$ cat src/rtl/cnn_accel_pkg.sv
// Shared constants for the CNN accelerator scheduler.
// State encodings, bank-select indices and pipeline latency helper.
package cnn_accel_pkg;

  localparam logic [1:0] S_IDLE  = 2'd0;
  localparam logic [1:0] S_RUN   = 2'd1;
  localparam logic [1:0] S_DRAIN = 2'd2;
  localparam logic [1:0] S_DONE  = 2'd3;

  localparam int SEL_IMG   = 0;
  localparam int SEL_COEF0 = 1;

  function automatic int pipe_lat(
    input int rd_lat,
    input int comp_lat
  );
    return rd_lat + comp_lat;
  endfunction

endpackage

$ cat src/rtl/cnn_delay_line.sv
// N-stage shift register with async clear and sync flush.
// Carries valid/sof/address alongside the datapath latency.
module cnn_delay_line #(
  parameter int W = 1,
  parameter int N = 1
) (
  input  logic         clk,
  input  logic         reset,
  input  logic         flush,
  input  logic [W-1:0] d,
  output logic [W-1:0] q
);

  logic [W-1:0] pipe [N];

  always_ff @(posedge clk or posedge reset) begin
    if (reset) begin
      for (int i = 0; i < N; i++) pipe[i] <= '0;
    end else if (flush) begin
      for (int i = 0; i < N; i++) pipe[i] <= '0;
    end else begin
      pipe[0] <= d;
      for (int i = 1; i < N; i++) pipe[i] <= pipe[i-1];
    end
  end

  assign q = pipe[N-1];

endmodule

$ cat src/rtl/cnn_accel_sched.sv
// Sequencer and memory-port arbiter for the CNN accelerator.
// Host loads in IDLE, raster scan in RUN, pipeline drain, done pulse.
module cnn_accel_sched
  import cnn_accel_pkg::*;
#(
  parameter int DWIDTH   = 32,
  parameter int HEIGHT   = 8,
  parameter int WIDTH    = 8,
  parameter int DEPTH    = 8,
  parameter int RD_LAT   = 1,
  parameter int COMP_LAT = 2,
  localparam int HW = $clog2(HEIGHT),
  localparam int WW = $clog2(WIDTH),
  localparam int SW = $clog2(DEPTH+1)
) (
  input  logic              clk,
  input  logic              reset,
  input  logic              start,
  input  logic              abort,
  output logic              busy,
  output logic              done,
  input  logic              ld_req,
  input  logic [SW-1:0]     ld_sel,
  input  logic [HW-1:0]     ld_haddr,
  input  logic [WW-1:0]     ld_waddr,
  input  logic [DWIDTH-1:0] ld_data,
  output logic              ld_gnt,
  output logic [DEPTH:0]    mem_rw,
  output logic [HW-1:0]     mem_haddr,
  output logic [WW-1:0]     mem_waddr,
  output logic [DWIDTH-1:0] mem_wdata,
  output logic              comp_en,
  output logic              comp_sof,
  output logic              out_we_n,
  output logic [HW-1:0]     out_haddr,
  output logic [WW-1:0]     out_waddr
);

  localparam int PL = pipe_lat(RD_LAT, COMP_LAT);
  localparam int DW = $clog2(PL+1);

  logic [1:0]    state;
  logic [HW-1:0] hcnt;
  logic [WW-1:0] wcnt;
  logic [DW-1:0] dcnt;
  logic          start_pend;

  logic idle;
  logic go;
  logic issue;
  logic first;
  logic wlast;
  logic last;
  logic ld_ok;
  logic wr;
  logic out_vld;

  assign idle  = state == S_IDLE;
  assign issue = state == S_RUN;
  assign go    = idle & (start | start_pend) & ~ld_req & ~abort;
  assign wlast = wcnt == WW'(WIDTH-1);
  assign last  = wlast && (hcnt == HW'(HEIGHT-1));
  assign first = issue && (hcnt == '0) && (wcnt == '0);

  // Out-of-range selects are granted but dropped so the host never hangs
  assign ld_ok  = ld_sel <= SW'(DEPTH);
  assign ld_gnt = idle & ld_req;
  assign wr     = ld_gnt & ld_ok;

  assign busy = (state == S_RUN) | (state == S_DRAIN);
  assign done = state == S_DONE;

  always_ff @(posedge clk or posedge reset) begin
    if (reset) begin
      state      <= S_IDLE;
      hcnt       <= '0;
      wcnt       <= '0;
      dcnt       <= '0;
      start_pend <= 1'b0;
    end else if (abort) begin
      state      <= S_IDLE;
      hcnt       <= '0;
      wcnt       <= '0;
      dcnt       <= '0;
      start_pend <= 1'b0;
    end else begin
      unique case (state)
        S_IDLE: begin
          if (go) begin
            state      <= S_RUN;
            start_pend <= 1'b0;
          end else if (start) begin
            start_pend <= 1'b1;
          end
        end
        S_RUN: begin
          if (last) begin
            state <= S_DRAIN;
            hcnt  <= '0;
            wcnt  <= '0;
          end else if (wlast) begin
            wcnt <= '0;
            hcnt <= hcnt + HW'(1);
          end else begin
            wcnt <= wcnt + WW'(1);
          end
        end
        S_DRAIN: begin
          if (dcnt == DW'(PL-1)) begin
            state <= S_DONE;
            dcnt  <= '0;
          end else begin
            dcnt <= dcnt + DW'(1);
          end
        end
        S_DONE: state <= S_IDLE;
        default: state <= S_IDLE;
      endcase
    end
  end

  always_comb begin
    mem_rw    = '1;
    mem_haddr = '0;
    mem_waddr = '0;
    mem_wdata = '0;
    if (issue) begin
      mem_haddr = hcnt;
      mem_waddr = wcnt;
    end else if (wr) begin
      for (int k = 0; k <= DEPTH; k++) begin
        if (ld_sel == SW'(k)) mem_rw[k] = 1'b0;
      end
      mem_haddr = ld_haddr;
      mem_waddr = ld_waddr;
      mem_wdata = ld_data;
    end
  end

  cnn_delay_line #(
    .W(2),
    .N(RD_LAT)
  ) u_rd_dl (
    .clk  (clk),
    .reset(reset),
    .flush(abort),
    .d    ({issue, first}),
    .q    ({comp_en, comp_sof})
  );

  cnn_delay_line #(
    .W(1 + HW + WW),
    .N(PL)
  ) u_out_dl (
    .clk  (clk),
    .reset(reset),
    .flush(abort),
    .d    ({issue, hcnt, wcnt}),
    .q    ({out_vld, out_haddr, out_waddr})
  );

  assign out_we_n = ~out_vld;

endmodule

$ cat config.mk
export PLATFORM = sky130hd
export DESIGN_NAME = cnn_accel_sched
export DESIGN_NICKNAME = d
export VERILOG_FILES = /design/src/rtl/cnn_accel_pkg.sv /design/src/rtl/cnn_delay_line.sv /design/src/rtl/cnn_accel_sched.sv
export SDC_FILE = /design/constraint.sdc
export NUM_CORES = 1
export LEC_CHECK = 0
export ABC_CLOCK_PERIOD_IN_PS = 2100
export CAP_MARGIN = 25
export CORE_MARGIN = 4
export CORE_UTILIZATION = 39
export CTS_CLUSTER_DIAMETER = 200
export DETAILED_ROUTE_END_ITERATION = 10
export GPL_TIMING_DRIVEN = 0
export PLACE_DENSITY_LB_ADDON = 0.08
export SYNTH_ARGS = -nofsm -noshare
export SYNTH_HDL_FRONTEND = slang
export SYNTH_HIERARCHICAL = 1
export SYNTH_SLANG_ARGS = --single-unit
$ cat constraint.sdc
create_clock -name clk -period 2.1 [get_ports clk]
set_input_delay 0.42 -clock clk [delete_from_list [all_inputs] [get_ports clk]]
set_output_delay 0.42 -clock clk [all_outputs]
set_load 0.02 [all_outputs]
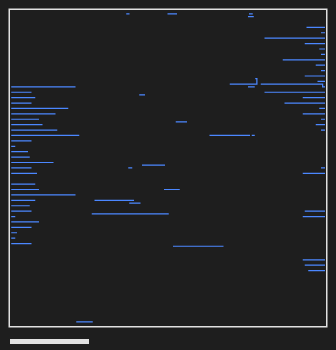
(run_1/m3.png)
Bar = 20 um.
longest straight run: 19.1 um
nets with wire on the layer: 66
main direction: horizontal

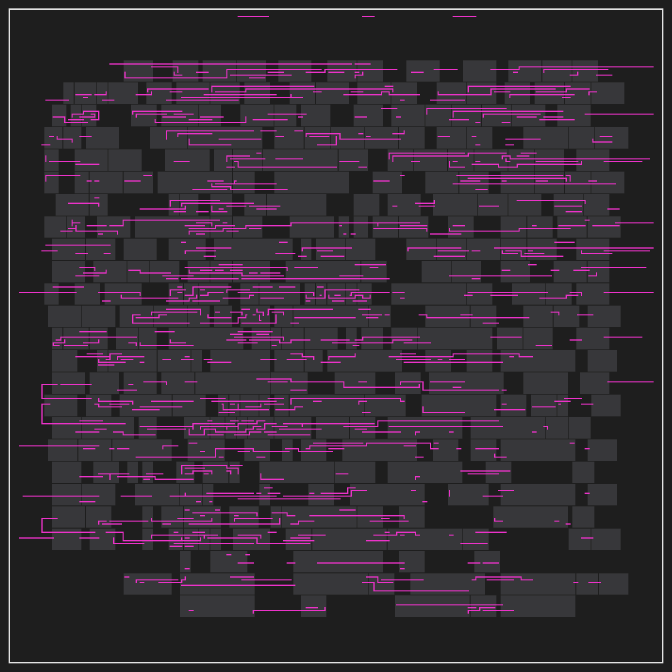
(run_1/m1.png)
Cells faint in the background.
nets with wire on the layer: 328
main direction: horizontal
share of all routed wire: 38%
wire length on this layer: 2240 um
longest straight run: 29.4 um

==> results.toml, run 1 <==
# physical design summary
[layout]
seq_area_um2 = 852
lay_top_cells = "buf_6 (52), clkdlybuf4s50_1 (51), dfrtp_1 (33)"
fin_nets = 389
mostFrequentLayoutCell = "buf_6"
fillers = 336
antenna_cells = 0
logic_area_um2 = 1150
drive_above_1_share_pct = 50.3
areaGrowthSynthToFinish_pct = 85.6
post-route-util_pct = 76.4

[timing]
slew_viol_final = 0
hold_ws_ns = 0.359
max_freq_mhz = 443
worst_slack_ns = -0.158
rsz0062_at_grt = "true"
fin_crit_ns = 2.26
finalSetupViolCount = 44
slew_headroom_pct = 50.8
tightest_slew_ns = 0.736
setup_tns_ns = -5.34
skew_ns = 0.00476
hold_viol_final = 0
period_used_pct = 108

[worst_setup_path]
critPathCaptureType = "output port"
criticalPathCategory = "reg2out"
rr_worst_depth = 6
r2r-end = "state[1]"
crit_required_ns = 1.68
cp_max_fo = 8
rrSetupSlack_ns = 0.22
start_kind = "flop"
crit-reg2reg-launch = "state[0]"
arrival_ns = 1.84

[routing]
routedWlPerCell_um = 14.9
dr.pass1.iters = 4
routed_wl_um = 5950
num_vias = 1832
dr.first_iter.drc_count = 62
via_per_inst = 4.59
ant_nets = 0
drc = 0

[global_routing]
antenna_found_initial = 0
grt_pass1_wl_um = 8790
grt_pass1_vias = 1853
grt_overflow = 0
grt_util_all_layers_pct = 17.7
grt_max_degree = 22

[pwr]
p_leak_nw = 1.74
comb_cell_power_mw = 1.60
power_leader = "combinational cells"
p_sw_share_pct = 33.7
p_clk_share_pct = 20.0
seqPwrFrac_pct = 26.0
powerSeq_mw = 0.768
power_frac_comb_pct = 54.1
powerDensity_nw_per_um2 = 799
power_mw = 2.96
powerClk_mw = 0.591
netSwitchingPower_mw = 0.996
p_int_mw = 1.96
ir_worst_vdd_uv = 475

[placement]
dp_hpwl_um = 4080
place_congestion = 0.730
dp_slack_ns = -1.09
port-buffer-count = 105

[job]
openroad.warnings = 34
drv_cap = 0

[clock_tree]
htreeDepth = 2
cts_hold_buf = 0
clock_latency_ns = 0.28
cts_tree = "built"
cts.clk_slew.worst_paths_ns = 0.07
clk_path_buf_depth = 2
numCtsBuffers = 5
root_buffer = "clkbuf_8"
cts_sinks = 34

[floorplan]
die_h_um = 79.5
rows = 25
initial_utilization_pct = 41.1
core_area_um2 = 4850
chip_area_um2 = 6320
die_w_um = 79.5
io_pins = 106

[run_status]
violations = "negative setup slack"
status = "finished with violations"

[logic_synthesis]
syn_inst = 199
top_cell_area_share_pct = 42.7
ys_warn_count = 6
synth_nets = 257
ys_cells = 199
netlist_area_um2 = 1990
ys_seq_share_pct = 42.7
avgSynthCellArea_um2 = 10.0
ys_ff = 34
topCellsByArea = "dfrtp_1 (43%), nor2b_2 (8.8%), ha_1 (6.9%), and2_2 (6.0%), and2_1 (5.6%)"
yosysChipArea_um2 = 1990
synth_cell_types = 30
largest_area_cell = "dfrtp_1"

[hold_path]
hold_path.class = "in2async"
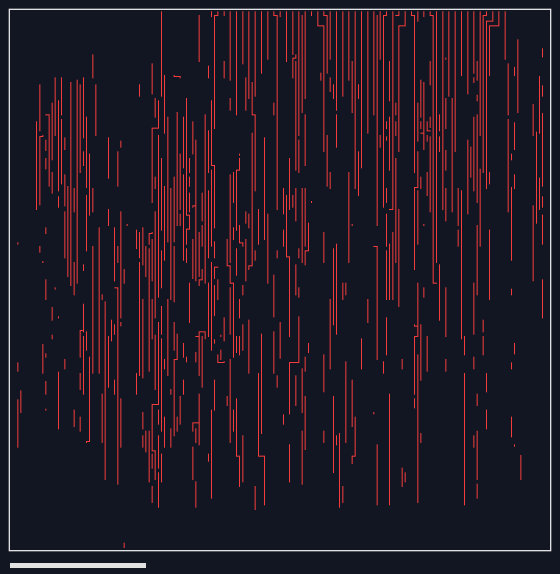
(run_1/m2.png)
Bar = 20 um.
longest straight run: 39.4 um
main direction: vertical

-- run 1: kinds of logic (layout without fill, tap and decap cells) --
logic type               after synthesis  after routing  synth area share, %
adder cells (fa/ha/maj)               11             11                 6.90
flip-flops                            34             34                 42.7
AND/OR/NAND/NOR                      104            104                 34.1
multiplexers                           3              3                 1.51
AND-OR/OR-AND                         18             18                 6.90
buffers and inverters                 28            161                 7.53
XOR/XNOR                               1              1                0.439
-- run 1: Yosys cell counts --
| cell type | number |
|---|---|
| clkbuf_2 | 3 |
| nand3_1 | 2 |
| xnor2_1 | 1 |
| mux2i_1 | 3 |
| a222oi_1 | 1 |
| ha_1 | 11 |
| and2_2 | 16 |
| and3b_1 | 2 |
| nor3_1 | 2 |
| a211oi_4 | 1 |
| nand2b_1 | 2 |
| clkbuf_1 | 3 |
| inv_1 | 13 |
| and2_1 | 18 |
| buf_6 | 2 |
| o21bai_1 | 2 |
| dfrtp_1 | 34 |
| or3_4 | 1 |
| nor3b_1 | 3 |
| nor2_1 | 11 |
| and3_1 | 1 |
| and2b_1 | 1 |
| nor2b_1 | 8 |
| nand2_1 | 13 |
| a21oi_1 | 8 |
| nand3b_1 | 1 |
| a31o_2 | 6 |
| nand4b_1 | 3 |
| buf_4 | 7 |
| nor2b_2 | 20 |
-- run 1: worst max path at each step --
stage,from,end,cells after the start
2_1_floorplan,ld_sel[0],mem_wdata[10],4
4_1_cts,state[1],mem_wdata[1],8
3_5_place_dp,ld_sel[0],mem_wdata[28],6
3_3_place_gp,ld_sel[0],mem_wdata[28],6
6_report,state[0],mem_wdata[29],8
5_1_grt,state[0],mem_wdata[8],8
-- run 1: through the flow --
stage	instance area (um^2)	cells
2_1_floorplan	1990	199
3_3_place_gp	3130	371
3_5_place_dp	3130	371
4_1_cts	3510	392
5_1_grt	3700	399
6_report	3700	399
-- run 1: final cells by class --
type	count	area share, %
inverters	13	1.39
well taps	67	2.26
multi-input cells	137	31.0
clock buffers	5	1.86
plain buffers	15	4.06
clock inverters	3	1.22
flip-flops and latches	34	23.0
repair buffers	125	35.2
-- run 1: critical path: stages, from the launching register on --
cell and delay (ns):
dfrtp_2 0.45, inv_4 0.10, ha_4 0.15, nand2_4 0.06, a211oi_4 0.22, buf_6 0.21, buf_8 0.13, and2_4 0.14
buf_6 0.11
-- run 1: routing by layer --
layer / GRT usage, % / vias up / part of all wire (%) / wire, um
met5: 0 / - / 0 / 0
met4: 6.87 / 0 / 3.0 / 180
met3: 4.06 / 12 / 6.9 / 413
met2: 31.9 / 81 / 52 / 3120
met1: 20.1 / 848 / 38 / 2240
li1: - / 891 / - / -
-- run 1: what timing repair did --
| action | CTS | global route |
|---|---|---|
| gates resized | 319 | 54 |
| pin swaps | 27 | 19 |
| gates cloned | 3 | 0 |
| setup endpoints to repair | 49 | 45 |
| setup buffers | 10 | 7 |
-- run 1: state kept, by name, summed over array words and instances (netlist names) --
| name | count |
|---|---|
| u_out_dl/pipe | 14 |
| u_out_dl/q | 7 |
| hcnt | 3 |
| wcnt | 3 |
| dcnt | 2 |
| state | 2 |
| u_rd_dl/q | 2 |
| start_pend | 1 |
==> run_1/route_heat.png <==
Bar = 20 um. The die is cut into 16 by 16 equal tiles; dark purple is low, yellow is high, scaled to the fullest tile. Values are wire area over tile area, all layers added.
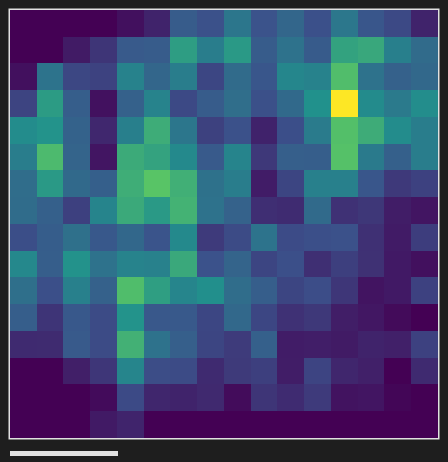

## Run 2: what changed since run 1
--- a/config.mk
+++ b/config.mk
@@ -8,9 +8,10 @@
 export ABC_CLOCK_PERIOD_IN_PS = 2100
 export CAP_MARGIN = 25
 export CORE_MARGIN = 4
-export CORE_UTILIZATION = 39
+export CORE_UTILIZATION = 63
 export CTS_CLUSTER_DIAMETER = 200
 export DETAILED_ROUTE_END_ITERATION = 10
+export DONT_BUFFER_PORTS = 1
 export GPL_TIMING_DRIVEN = 0
 export PLACE_DENSITY_LB_ADDON = 0.08
 export SYNTH_ARGS = -nofsm -noshare
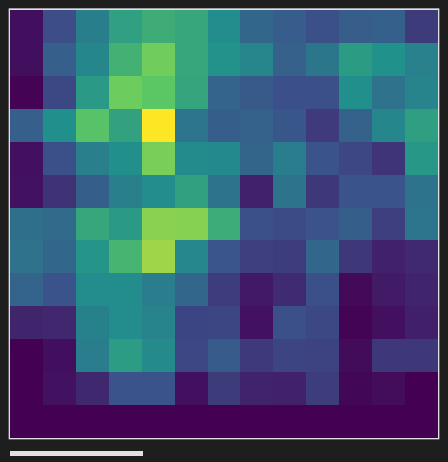
(run_2/route_heat.png)
Bar = 20 um. The die is cut into 13 by 13 equal tiles; dark purple is low, yellow is high, scaled to the fullest tile. Values are wire area over tile area, all layers added.
emptiest ninth of the die: bottom right
fullest tile: 0.61
nearly empty tiles: 11%
tiles over half the peak: 17%
mean over tiles: 0.18
densest ninth of the die: top middle

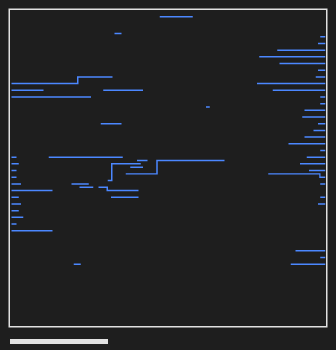
(run_2/m3.png)
Bar = 20 um.
DRT Wirelength: 4780 um
met3 Usage GRT: 5.27%
via count: 1442

==> run 2 against run 1 <==
The flow still finishes with violations (negative setup slack); sequential cell count unchanged; worst setup slack better by 0.097 ns; global-route usage up 4.8 points; critical endpoint is now mem_wdata[3].
==> results.toml, run 2 <==
# physical design summary
[floorplan]
die_h_um = 64.3
io_pins = 106
rows = 20
chip_area_um2 = 4130
die_w_um = 64.3
core_area_um2 = 3050

[worst_setup_path]
critPathCaptureType = "output port"
slowest_stage = "dfrtp_2"
crit_chain = "inv_2 -> ha_4 -> nand2_4 -> a211oi_4 -> buf_6 -> clkbuf_8 -> and2_4"
cp_max_fo = 7
cp_top_family = "flip-flops"

[clock_tree]
cts.clk_slew.worst_paths_ns = 0.11
clk_path_buf_depth = 2
clock_latency_ns = 0.33
root_buffer = "clkbuf_4"

[logic_synthesis]
ys_warn_count = 6
avgSynthCellArea_um2 = 10.0
async_flop_share_pct = 100
ys_cells = 199
yosysChipArea_um2 = 1990
largest_area_cell = "dfrtp_1"
synth-edff-count = 0
ys_ff = 34
top_cell_area_share_pct = 42.7
flop_cell = "dfrtp_1"
yosysMostFrequentCell = "dfrtp_1"

[pwr]
powerDensity_nw_per_um2 = 917
p_int_mw = 1.33
p_sw_share_pct = 38.4
power_mw = 2.16
seqPwrFrac_pct = 36.3
netSwitchingPower_mw = 0.827
p_clk_share_pct = 17.7

[placement]
dp.cells = 243
place_congestion = 0.824
dp_hpwl_um = 3230
port-buffer-count = 0

[routing]
via_per_inst = 5.52
dr.pass1.iters = 4
routedWlPerCell_um = 18.3
drc = 0

[timing]
hold_ws_ns = 0.110
skew_ns = 0.0105
fin_crit_ns = 2.16
slew_headroom_pct = 48.3
tightest_slew_ns = 0.775
setup_tns_ns = -1.44
worst_slack_ns = -0.0608
max_freq_mhz = 463
finalSetupViolCount = 30
hold_viol_final = 0
slew_viol_final = 0
period_used_pct = 103

[layout]
antenna_cells = 0
drive_above_1_share_pct = 48.4
lay_top_cells = "dfrtp_1 (33), and2_4 (30), nor2b_2 (20)"
areaGrowthSynthToFinish_pct = 17.9
fin_cells = 261

[run_status]
violations = "negative setup slack"
status = "finished with violations"

[global_routing]
grt_util_all_layers_pct = 22.5
grt_overflow = 0
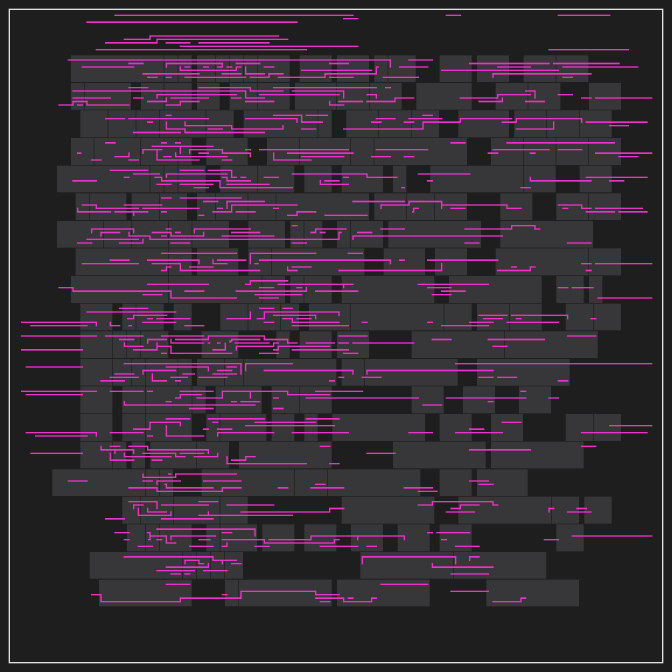
(run_2/m1.png)
Cells faint in the background.
wire length on this layer: 1880 um
longest straight run: 31.7 um

[run 2: cell counts after synthesis]
Identical to the previous run, type by type.
[run 2: path summary, 6_finish.rpt]
path	start	end	slack, ns	depth (start not counted)
setup / recovery	state[0]	mem_wdata[3]	-0.06	7
hold / removal	reset	u_out_dl/pipe[18]	0.11	1
setup reg to reg	state[0]	state[0]	0.19	6
hold reg to reg	u_out_dl/pipe[16]	u_out_dl/pipe[9]	0.46	1
max in group asynchronous	reset	state[0]	1.21	2
min in group clk	abort	u_out_dl/pipe[18]	0.14	1
[run 2: logic make-up after synthesis]
group | count (synthesis) | synth area share (%)
and+or+nand+nor | 104 | 34.1
DFF | 34 | 42.7
buffers and inverters | 28 | 7.53
AOI/OAI and AO/OA | 18 | 6.90
adders and majority gates | 11 | 6.90
muxes | 3 | 1.51
xor gates and xnor gates | 1 | 0.439
[run 2: cell type report]
type / instances / area [um^2]
sequential: 34 / 852
clock buffer: 6 / 51.3
tap: 44 / 55.1
clock inverter: 2 / 12.5
fill: 200 / 702
multi-input combinational: 137 / 1110
inverter: 13 / 48.8
timing repair buffer: 10 / 85.1
buffer: 15 / 134
[run 2: worst register-to-register path: stages, from the launching register on]
cell and delay, ns:
dfrtp_2 0.42, inv_2 0.07, buf_4 0.14, ha_1 0.26, nor2b_1 0.16, a222oi_1 0.53, mux2i_1 0.25
[run 2: what timing repair did]
action,in CTS,in global routing
gates resized,63,16
hold buffers,1,0
pin swaps,33,6
endpoints found under the hold margin,13,0
endpoints found under the setup margin,47,47
buffers inserted,7,0
cloned,2,0
[run 2: routing by layer]
metal,global-route usage [%],part of all wire [%]
met3,5.27,6.0
met4,7.65,1.4
met1,27.5,39
met5,0,0
met2,38.9,53
[run 2: power by group through the flow]
stage | logic (mW) | clock network [mW] | registers, mW
final | 0.992 | 0.381 | 0.782
after global routing | 1.07 | 0.424 | 0.792
after CTS | 0.947 | 0.389 | 0.777
after detailed placement | 0.717 | 0 | 0.786
after global placement | 0.696 | 0 | 0.782
after floorplan | 0.619 | 0 | 0.772
[run 2: stage by stage]
stage          util (%)  area [um^2]
2_1_floorplan         -         1990
3_3_place_gp       67.1         2050
3_5_place_dp       67.1         2050
4_1_cts            76.0         2320
5_1_grt            77.0         2350
6_report           77.0         2350
==> run_2/m2.png <==
Bar = 20 um.
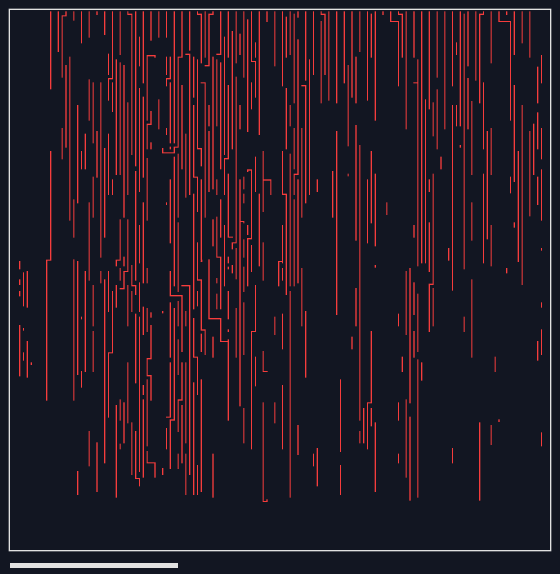

## Run 3: what changed since run 2
--- a/config.mk
+++ b/config.mk
@@ -14,6 +14,7 @@
 export DONT_BUFFER_PORTS = 1
 export GPL_TIMING_DRIVEN = 0
 export PLACE_DENSITY_LB_ADDON = 0.08
+export SETUP_SLACK_MARGIN = 0.5
 export SYNTH_ARGS = -nofsm -noshare
 export SYNTH_HDL_FRONTEND = slang
 export SYNTH_HIERARCHICAL = 1
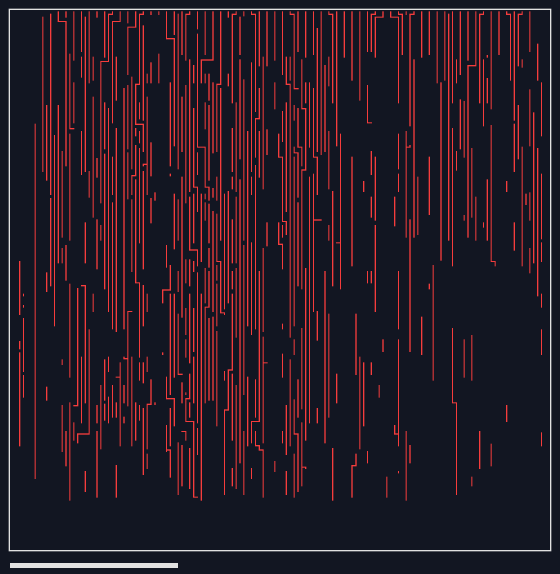
(run_3/m2.png)
Bar = 20 um.
nets with wire on the layer: 255
main direction: vertical

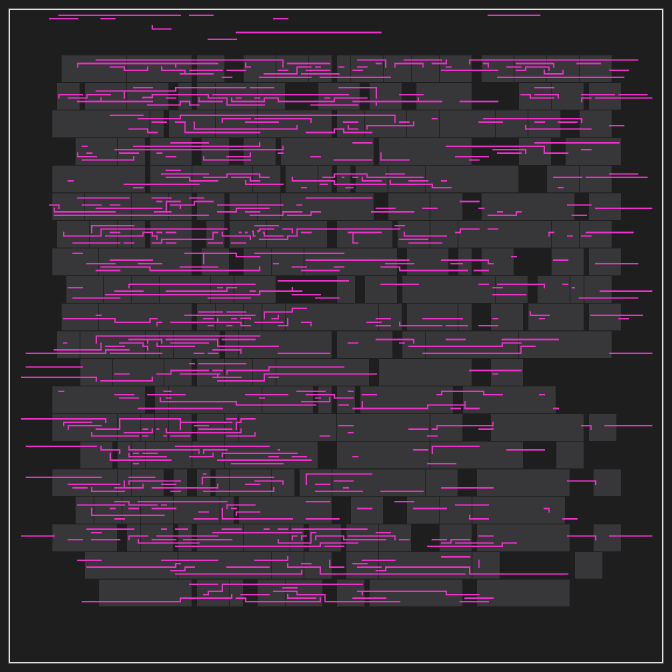
(run_3/m1.png)
Cells faint in the background.
wire length on this layer: 1950 um
longest straight run: 21.2 um

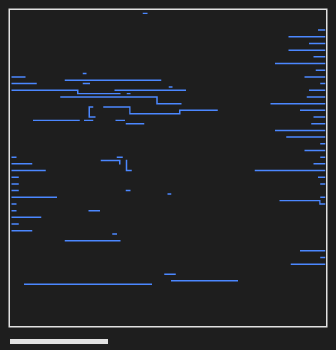
(run_3/m3.png)
Bar = 20 um.
DRT Wirelength: 5450 um
met3 Usage GRT: 7.38%
via count: 1527

==> run 3 against run 2 <==
The run still ends with negative setup slack left; total power increased by 17%; clock power increased by 17%; cell area increased by 12%; synthesized cell count unchanged; sequential share of layout area decreased by 3.8 points; via count increased by 5.9%; wire length increased by 14%; fmax decreased by 1.7%; clock skew increased by 0.0077 ns; hold slack got worse by 0.036 ns; combinational power increased by about 30%; highest routed layer unchanged.
==> results.toml, run 3 <==
# physical design summary
[timing]
max_freq_mhz = 455
worst_slack_ns = -0.0985
finalSetupViolCount = 42
skew_ns = 0.0181
setup_tns_ns = -2.89
slew_viol_final = 0
period_used_pct = 105

[placement]
dp_hpwl_um = 3290
dp_slack_ns = 0.0195
port-buffer-count = 0
dp.cells = 243

[global_routing]
grt_pass1_vias = 1581
antenna_found_initial = 0
grt_max_degree = 22
grt_overflow = 0

[floorplan]
core_area_um2 = 3050
chip_area_um2 = 4130
io_pins = 106
rows = 20
die_h_um = 64.3

[logic_synthesis]
ys_sh_adder_pct = 6.90
avgSynthCellArea_um2 = 10.0
topCellsByArea = "dfrtp_1 (43%), nor2b_2 (8.8%), ha_1 (6.9%), and2_2 (6.0%), and2_1 (5.6%)"
synth-simple-area-share_pct = 34.1
ys_sh_xor_pct = 0.439
synth_nets = 257
top_cell_area_share_pct = 42.7
synth-edff-count = 0
top_cells_by_count = "dfrtp_1 (34), nor2b_2 (20), and2_1 (18), and2_2 (16)"
ys_ff = 34
ys_cells = 199
ys_warn_count = 6
async_flop_share_pct = 100
syn_inst = 199
yosysMostFrequentCell = "dfrtp_1"
largest_area_cell = "dfrtp_1"
synth_cell_types = 30

[run_status]
status = "finished with violations"
violations = "negative setup slack"

[pwr]
seqPwrFrac_pct = 31.1
p_leak_nw = 1.27
p_clk_share_pct = 17.7
ir_worst_vdd_uv = 748
powerDensity_nw_per_um2 = 958

[layout]
final_cell_area_um2 = 2630
post-route-util_pct = 86.2
seq_area_um2 = 853
fillers = 154
top_register = "u_out_dl/pipe"
mostFrequentLayoutCell = "dfrtp_1"
lay_top_cells = "dfrtp_1 (32), and2_4 (30), nor2b_2 (20)"
fin_cells = 270
largest_reg_flops = 14

[clock_tree]
clk_path_buf_depth = 2
cts_sinks = 34
cts_tree = "built"
clock_latency_ns = 0.34
numCtsBuffers = 5
cts.clk_slew.worst_paths_ns = 0.11

[worst_setup_path]
start_kind = "flop"
critPathCaptureType = "output port"
cp_max_fo = 8
crit_path_max_incr_delay_ns = 0.46
crit_chain = "inv_2 -> ha_4 -> nand2_4 -> a211oi_4 -> buf_6 -> buf_8 -> and2_4"
cp_top_family = "flip-flops"
slowest_stage = "dfrtp_2"
criticalPathCategory = "reg2out"
cp.buffers_inverters = 3

[routing]
drc = 0
dr.first_iter.drc_count = 77
via_per_inst = 5.66
routedWlPerCell_um = 20.2
ant_nets = 0
dr.pass1.iters = 4

[job]
drv_cap = 0
openroad.warnings = 35

[hold_path]
hold_path.class = "in2async"
run 3: cell counts after synthesis:
No cell type changed its count.
run 3: cells by family after synthesis:
family	Yosys count
adders and majority gates	11
AOI/OAI and AO/OA	18
and+or+nand+nor	104
muxes	3
xor gates and xnor gates	1
buffers and inverters	28
DFF	34
run 3: what timing repair did:
item,4_1_cts,5_1_grt
resized,59,13
hold endpoints to repair,13,0
buffers inserted,11,4
pin swaps,39,9
hold buffers,1,0
gates cloned,3,0
endpoints found under the setup margin,51,52
run 3: layer usage:
layer | track usage, % | share of wire, %
met1 | 28.5 | 36
met5 | 0 | 0
met4 | 16.1 | 2.9
met3 | 7.38 | 6.7
met2 | 43.8 | 55
run 3: final timing paths:
| kind | from | to | slack, ns | cells after the start |
|---|---|---|---|---|
| max | state[0] | mem_wdata[17] | -0.1 | 7 |
| min | reset | u_out_dl/pipe[17] | 0.07 | 1 |
| max reg2reg | state[0] | state[0] | 0.37 | 7 |
| min reg2reg | u_out_dl/pipe[14] | u_out_dl/pipe[7] | 0.46 | 1 |
| max in group asynchronous | reset | wcnt[0] | 1.22 | 2 |
| min in group clk | abort | u_rd_dl/q[0] | 0.14 | 1 |
run 3: layout make-up:
cell class | instances | share of cell area (%)
multi-input combinational | 137 | 47.5
sequential | 34 | 32.4
timing repair buffer | 19 | 6.80
buffer | 15 | 6.18
clock buffer | 8 | 3.00
tap | 44 | 2.09
inverter | 13 | 2.00
run 3: power groups by stage:
stage / Combinational, mW / Sequential (mW) / Clock [mW]
finish: 1.29 / 0.785 / 0.446
global placement: 0.754 / 0.779 / 0
floorplan: 0.674 / 0.773 / 0
CTS: 1.15 / 0.778 / 0.446
global route: 1.36 / 0.792 / 0.483
detailed placement: 0.784 / 0.787 / 0
No activity file was given, so power comes from the tool's default toggle rates.
